Figure 1. Signal metal coverage by tile (run 1).
The bar under the picture is 50 µm long. 22 x 13 tiles, from dark blue (low) to red (high), scaled to the fullest tile. Values are wire area over tile area, all layers added.
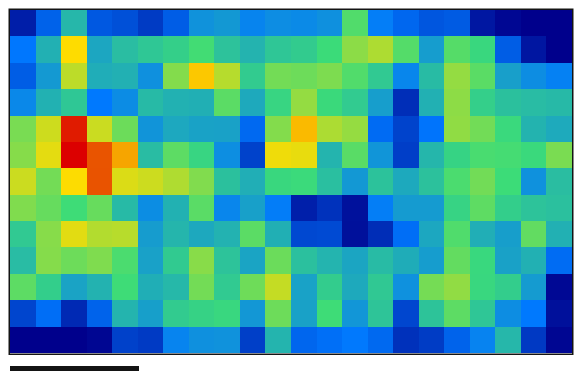
Figure 2. Where the registers sit (run 1).
The bar under the picture is 50 µm long.
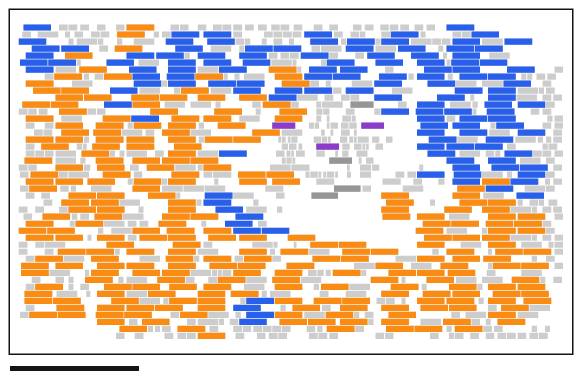
Figure 3. Wiring by layer (run 1).
The bar under the picture is 50 µm long.
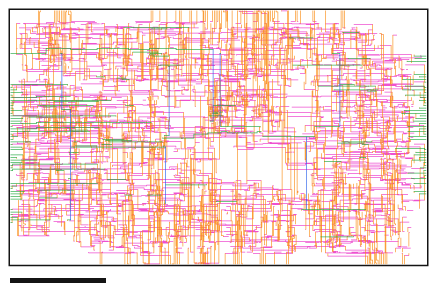
`config.mk`:
```
export PLATFORM = sky130hd
export DESIGN_NAME = fetch_decode_queue
export DESIGN_NICKNAME = d
export VERILOG_FILES = /design/src/rtl/fetch_decode_queue.sv
export SDC_FILE = /design/constraint.sdc
export NUM_CORES = 1
export LEC_CHECK = 0
export CAP_MARGIN = 20
export CORE_ASPECT_RATIO = 0.6
export CORE_MARGIN = 3
export CORE_UTILIZATION = 56
export CTS_BUF_LIST = sky130_fd_sc_hd__clkbuf_2
export CTS_CLUSTER_DIAMETER = 120
export CTS_CLUSTER_SIZE = 28
export DETAILED_ROUTE_END_ITERATION = 7
export MAX_ROUTING_LAYER = met4
export PLACE_DENSITY = 0.82
export SYNTH_ARGS = -nofsm -noshare
export SYNTH_HDL_FRONTEND = slang
export SYNTH_SLANG_ARGS = --single-unit
```
`constraint.sdc`:
```
create_clock -name i_clk -period 5.2 [get_ports i_clk]
set_input_delay 0.52 -clock i_clk [delete_from_list [all_inputs] [get_ports i_clk]]
set_output_delay 0.52 -clock i_clk [all_outputs]
set_load 0.05 [all_outputs]
```
`src/rtl/fetch_decode_queue.sv`:
```
// rtl/fetch_decode_queue.sv - instruction queue between fetch and decode with flush
module fetch_decode_queue #(
    parameter int          DEPTH     = 4,
    parameter int          ADDR_W    = 64,
    parameter logic [31:0] NOP_INSTR = 32'h0000_0013
) (
    input  logic                     i_clk,
    input  logic                     i_arstn,
    input  logic                     i_flush,
    input  logic                     i_fetch_valid,
    input  logic [31:0]              i_fetch_instr,
    input  logic [ADDR_W-1:0]        i_fetch_pc,
    output logic                     o_fetch_ready,
    output logic                     o_dec_valid,
    output logic [31:0]              o_dec_instr,
    output logic [ADDR_W-1:0]        o_dec_pc,
    output logic [6:0]               o_dec_op,
    output logic [2:0]               o_dec_func3,
    output logic                     o_dec_func7_5,
    output logic                     o_dec_instr_25,
    input  logic                     i_dec_ready,
    output logic [$clog2(DEPTH):0]   o_count
);

    localparam int PTR_W = $clog2(DEPTH);
    localparam int CNT_W = PTR_W + 1;

    logic [31:0]       instr_mem [DEPTH];
    logic [ADDR_W-1:0] pc_mem    [DEPTH];
    logic [PTR_W-1:0]  rd_ptr;
    logic [PTR_W-1:0]  wr_ptr;
    logic [CNT_W-1:0]  count;
    logic              push;
    logic              pop;

    // Ready depends only on registered occupancy, so a full queue never
    // takes a push in the same cycle it pops.
    assign o_fetch_ready = (count != CNT_W'(DEPTH));
    assign o_dec_valid   = (count != '0);
    assign push          = i_fetch_valid & o_fetch_ready;
    assign pop           = i_dec_ready & o_dec_valid;
    assign o_count       = count;

    always_ff @(posedge i_clk or negedge i_arstn) begin
        if (!i_arstn) begin
            rd_ptr <= '0;
            wr_ptr <= '0;
            count  <= '0;
        end else if (i_flush) begin
            rd_ptr <= '0;
            wr_ptr <= '0;
            count  <= '0;
        end else begin
            if (push) begin
                wr_ptr <= wr_ptr + 1'b1;
            end
            if (pop) begin
                rd_ptr <= rd_ptr + 1'b1;
            end
            case ({push, pop})
                2'b10:   count <= count + 1'b1;
                2'b01:   count <= count - 1'b1;
                default: count <= count;
            endcase
        end
    end

    always_ff @(posedge i_clk) begin
        if (push && !i_flush) begin
            instr_mem[wr_ptr] <= i_fetch_instr;
            pc_mem[wr_ptr]    <= i_fetch_pc;
        end
    end

    always_comb begin
        o_dec_instr = NOP_INSTR;
        o_dec_pc    = '0;
        if (o_dec_valid) begin
            o_dec_instr = instr_mem[rd_ptr];
            o_dec_pc    = pc_mem[rd_ptr];
        end
    end

    assign o_dec_op       = o_dec_instr[6:0];
    assign o_dec_func3    = o_dec_instr[14:12];
    assign o_dec_func7_5  = o_dec_instr[30];
    assign o_dec_instr_25 = o_dec_instr[25];

endmodule

```
==> impl_metrics.tcl, run 1 <==
# metrics dict for downstream scripts
set metrics [dict create \
    status "completed" \
    grt_usage 0.2025 \
    wl_per_cell_um 22.82 \
    fp.dieW_um 218.1 \
    ys_sh_aoi 0.006289 \
    antenna_found_initial 3 \
    tns_ns 0 \
    p_sw_mw 1.872 \
    dp_hpwl_mm 17.76 \
    antenna_left 0 \
    area_growth_pct 17.02 \
    placementRows 45 \
    finalClockPeriodUsage 0.8301 \
    htree_levels 1 \
    synth_nets 792 \
    final_max_slew_viol_count 0 \
    crit_type "flip-flop to output port" \
    first_pass_iters 5 \
    combPwrFrac 0.262 \
    critPathMaxFanout 38 \
    drc_errors 0 \
    relSlewSlack 0.3514 \
    fin_skew_ns 0.05551 \
    max_cap_violations 0 \
    die-area_mm2 0.02907 \
    vdd_drop_max_mv 0.1935 \
    avgSynthCellArea_um2 22.04 \
    clock-root-buffer "clkbuf_2" \
    finalHoldViolCount 0 \
    grt_pass1_vias 7353 \
    fin_nets 988 \
    final.min_clock_period_ns 4.317 \
    p_int_mw 4.333 \
]
About Figure 1:
fullest tile = 0.38
nearly empty tiles = 3.5%
tiles over half the peak = 29%
mean over tiles = 0.15
densest ninth of the die = left middle

About Figure 2:
orange -> pc_mem  # placed flops 256
blue -> instr_mem  # placed flops 128
purple -> o_count  # placed flops 3
not colored = 4

About Figure 3:
orange -> met2  # wire length 13,400 µm
green -> met3  # wire length 1,770 µm
magenta -> met1  # wire length 12,800 µm
blue -> met4  # wire length 304 µm

-- run 1: power by group through the flow --
stage               Clock (mW)  Sequential, mW  Combinational, mW
floorplan                    0            3.68               1.14
global placement             0            3.72               1.63
finish                   0.924            3.65               1.63
detailed placement           0            3.72               1.64
CTS                      0.954            3.66               1.65
global route              1.06            3.67               1.71
-- run 1: area by class of cell --
cell class	instances	area, µm²	area share
timing repair buffer	226	2282	0.1290
clock inverter	1	3.754	0.0002121
tap	352	440.4	0.02489
clock buffer	23	115.1	0.006506
sequential	391	11710	0.6620
multi-input combinational	241	3112	0.1759
antenna	3	7.507	0.0004243
inverter	5	18.77	0.001061
-- run 1: registers in the layout, summed over array words and instances (netlist names) --
name       cells
instr_mem    128
o_count        3
pc_mem       256
rd_ptr         2
wr_ptr         2
-- run 1: routing by layer --
| layer | share of wire | track usage | wire length (µm) |
|---|---|---|---|
| met3 | 0.062 | 0.03921 | 1770 |
| met2 | 0.47 | 0.3090 | 13420 |
| met1 | 0.45 | 0.3018 | 12850 |
| met4 | 0.011 | 0.02316 | 303 |
| met5 | 0 | - | 0 |
-- run 1: through the flow --
step | setup WS, ns | power, mW | std cells | hold WS, ns | util
detailed placement | 1.819 | 5.365 | 1214 | 0.5957 | 0.6779
finish | 0.8832 | 6.204 | 1242 | 0.1406 | 0.6831
floorplan | 0.7661 | 4.821 | 686 | 0.2244 | -
global placement | 1.868 | 5.346 | 1214 | 0.5721 | 0.6779
CTS | 0.7208 | 6.260 | 1239 | 0.06309 | 0.6829
global route | 0.5200 | 6.438 | 1242 | 0.04695 | 0.6831
-- run 1: cell families (layout without fill, tap and decap cells) --
family          count (synthesis)  count (layout)
compound gates                 14              14
mux                            96              96
xor+xnor                        4               4
buf+inv                        54             255
other cells                     0               3
flops                         391             391
simple gates                  122             122
fa+ha+maj                       5               5
-- run 1: cells in the final DEF, fill, tap and decap left out, types with 2 or more instances in the layout --
| master | n |
|---|---|
| buf_4 | 8 |
| inv_2 | 2 |
| or2_1 | 3 |
| dfrtp_4 | 2 |
| and2_1 | 93 |
| xor2_1 | 3 |
| nand2_1 | 7 |
| dfrtp_1 | 5 |
| edfxtp_1 | 384 |
| nand3_1 | 2 |
| mux4_2 | 96 |
| o21ai_0 | 2 |
| clkdlybuf4s50_1 | 213 |
| ha_1 | 4 |
| and2_4 | 4 |
| inv_1 | 4 |
| nor2_1 | 6 |
| clkbuf_2 | 23 |
| diode_2 | 3 |
| nand3b_1 | 2 |
| a21oi_1 | 4 |
| buf_12 | 4 |
-- run 1: worst paths after layout --
kind | start | end | slack (ns) | cells after the start
setup reg to reg | o_count[1]$_DFFE_PN0P_ | instr_mem[1][11]$_DFFE_PP_ | 2.42 | 5
max in group asynchronous | i_arstn | rd_ptr[1]$_DFFE_PN0P_ | 4.47 | 2
hold / removal | i_fetch_pc[58] | pc_mem[1][58]$_DFFE_PP_ | 0.14 | 1
hold reg to reg | wr_ptr[1]$_DFFE_PN0P_ | wr_ptr[1]$_DFFE_PN0P_ | 0.61 | 2
setup / recovery | rd_ptr[0]$_DFFE_PN0P_ | o_dec_func3[1] | 0.88 | 4
min in group asynchronous | i_arstn | o_count[2]$_DFFE_PN0P_ | 0.39 | 2
Figure 4. Placed cells, one color a class (run 1).
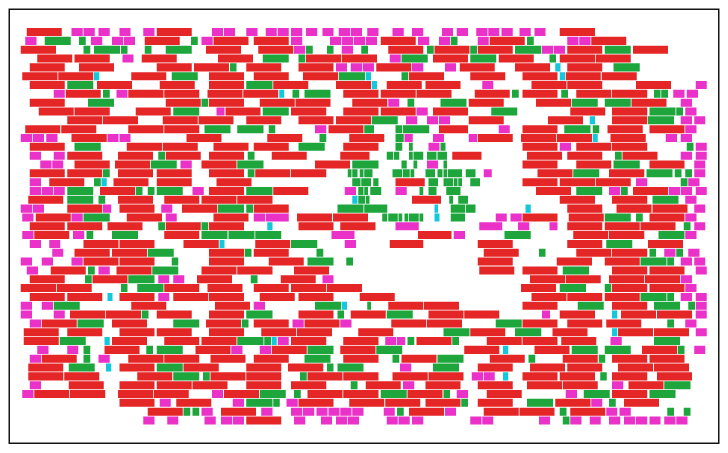

## Run 2: what changed since run 1
Settings changed: CORE_UTILIZATION 56 to 51, PLACE_DENSITY 0.82 to 0.78.
Clock period 5.2 ns to 3.6 ns, I/O delays scaled along.
Figure 5. Placed cells, one color a class (run 2).
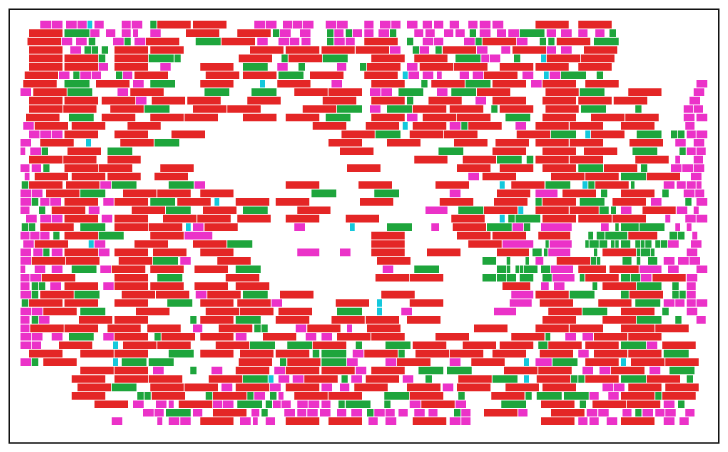
cyan -> clock drivers and dummy loads  # cells 24
magenta -> other buffers and delay cells  # cells 330
green -> all other logic  # cells 246
red -> flops  # cells 391

Figure 6. Wiring by layer (run 2).
The bar under the picture is 50 µm long.
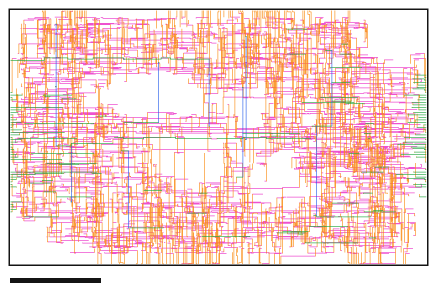
orange -> met2  # wire length 14,800 µm
green -> met3  # wire length 1,480 µm
magenta -> met1  # wire length 13,500 µm
blue -> met4  # wire length 405 µm

==> run 2 against run 1 <==
  * Worst setup slack worse by 0.67 ns
  * Register-to-register slack worse by 1.3 ns
  * Worst hold slack worse by 0.024 ns
  * Non-clock buffer count up 104
==> impl_metrics.tcl, run 2 <==
# metrics dict for downstream scripts
set metrics [dict create \
    status "completed" \
    synth_nets 792 \
    combGateArea_mm2 0.003118 \
    final_max_slew_viol_count 0 \
    grt_usage 0.1968 \
    first_pass_iters 5 \
    total_power_mw 8.955 \
    grt_use_met2 0.3126 \
    use_met3 0.03151 \
    grt_pass1_vias 7937 \
    antenna_left 0 \
    vdd_drop_max_mv 0.3151 \
    avgSynthCellArea_um2 22.04 \
    drc_errors 0 \
    fin_nets 1092 \
    reg2regPathDepth 7 \
    clock-root-buffer "clkbuf_2" \
    max_cap_violations 0 \
    top_usage_layer "met2" \
    die-area_mm2 0.03182 \
    final_common_cell "edfxtp_1" \
    flop_area_mm2 0.01172 \
    setup_ws_ns 0.2143 \
    fin_skew_ns 0.03509 \
    p_int_mw 6.212 \
    dp_hpwl_mm 18.62 \
    final_core_util 0.6473 \
    met1_usage 0.2814 \
    htree_levels 1 \
    relSlewSlack 0.6530 \
    post-place-ws_ns 0.6121 \
    largest_reg_flops 256 \
    antenna_found_initial 3 \
    wl_per_cell_um 21.64 \
    tns_ns 0 \
    dp_cells 1266 \
    finalClockPeriodUsage 0.9405 \
    p_sw_mw 2.743 \
    regMostFlops "pc_mem" \
    final_cells 1394 \
    critPathMaxFanout 19 \
    hold_depth 2 \
    combPwrFrac 0.266 \
]
Figure 7. Signal metal coverage by tile (run 2).
The bar under the picture is 50 µm long. 23 x 14 tiles, from dark blue (low) to red (high), scaled to the fullest tile. Values are wire area over tile area, all layers added.
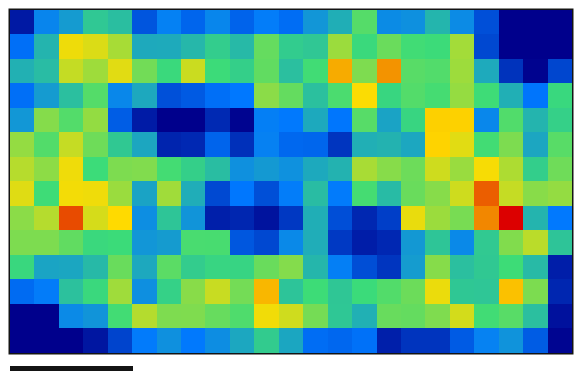
nearly empty tiles = 5.0%
mean over tiles = 0.15
tiles over half the peak = 39%

-- run 2: cell count changes in the layout (fill, tap and decap cells not counted), moves of 7 or more --
cell             before  now
clkdlybuf4s50_1     213  105
dlygate4sd3_1         1   97
clkbuf_2             23   41
dlygate4sd2_1         0   89
buf_12                4   11
-- run 2: kinds of logic after synthesis --
group,Yosys count,share of synthesized area
compound gates,14,0.006291
xor+xnor,4,0.002318
fa+ha+maj,5,0.004634
buf+inv,54,0.02061
flops,391,0.7742
mux,96,0.1430
simple gates,122,0.04891
-- run 2: final timing paths --
kind	start	endpoint	slack (ns)
worst max register to register	o_count[0]$_DFFE_PN0P_	o_count[2]$_DFFE_PN0P_	1.14
worst min-delay path	i_flush	wr_ptr[0]$_DFFE_PN0P_	0.12
worst max-delay path	rd_ptr[0]$_DFFE_PN0P_	o_dec_pc[7]	0.21
max in group asynchronous	i_arstn	o_count[2]$_DFFE_PN0P_	3.13
worst min register to register	wr_ptr[1]$_DFFE_PN0P_	wr_ptr[1]$_DFFE_PN0P_	0.65
min in group asynchronous	i_arstn	rd_ptr[1]$_DFFE_PN0P_	0.16
-- run 2: cell type report --
cell class              instances  area share
diodes                          3   0.0004007
clock buffers                  24    0.006411
inverters                       5    0.001002
multi-input cells             241      0.1664
flip-flops and latches        391      0.6254
well taps                     400     0.02671
repair buffers                330      0.1737
-- run 2: routing by layer --
metal	part of all wire	up-vias
met3	0.049	21
met2	0.49	210
li1	-	3343
met5	0	-
met1	0.45	3914
met4	0.013	0
-- run 2: power groups by stage --
stage | logic (mW) | clock network (mW) | registers (mW)
detailed placement | 2.44 | 0 | 5.33
floorplan | 1.64 | 0 | 5.31
CTS | 2.38 | 1.40 | 5.23
finish | 2.38 | 1.34 | 5.23
global placement | 2.41 | 0 | 5.33
global route | 2.51 | 1.57 | 5.25
-- run 2: what timing repair did --
item	4_1_cts	5_1_grt
gates cloned	0	1
endpoints found under the setup margin	106	88
hold buffers	97	0
gates resized	109	39
hold endpoints to repair	391	0
buffers inserted	1	2
-- run 2: metrics by stage --
step / area [µm²] / hold slack, ns
global placement: 17740 / 0.5864
floorplan: 15120 / 0.06441
finish: 18740 / 0.1163
global route: 18740 / 0.005202
detailed placement: 17740 / 0.6208
CTS: 18720 / 0.001933
-- run 2: critical path, cell delays in order (launching register included) --
cell and delay (ns):
dfrtp_4 0.58, buf_12 0.14, buf_16 0.19, mux4_2 0.56
and2_1 0.18, dlygate4sd2_1 0.42
Power and IR drop assume default switching activity.
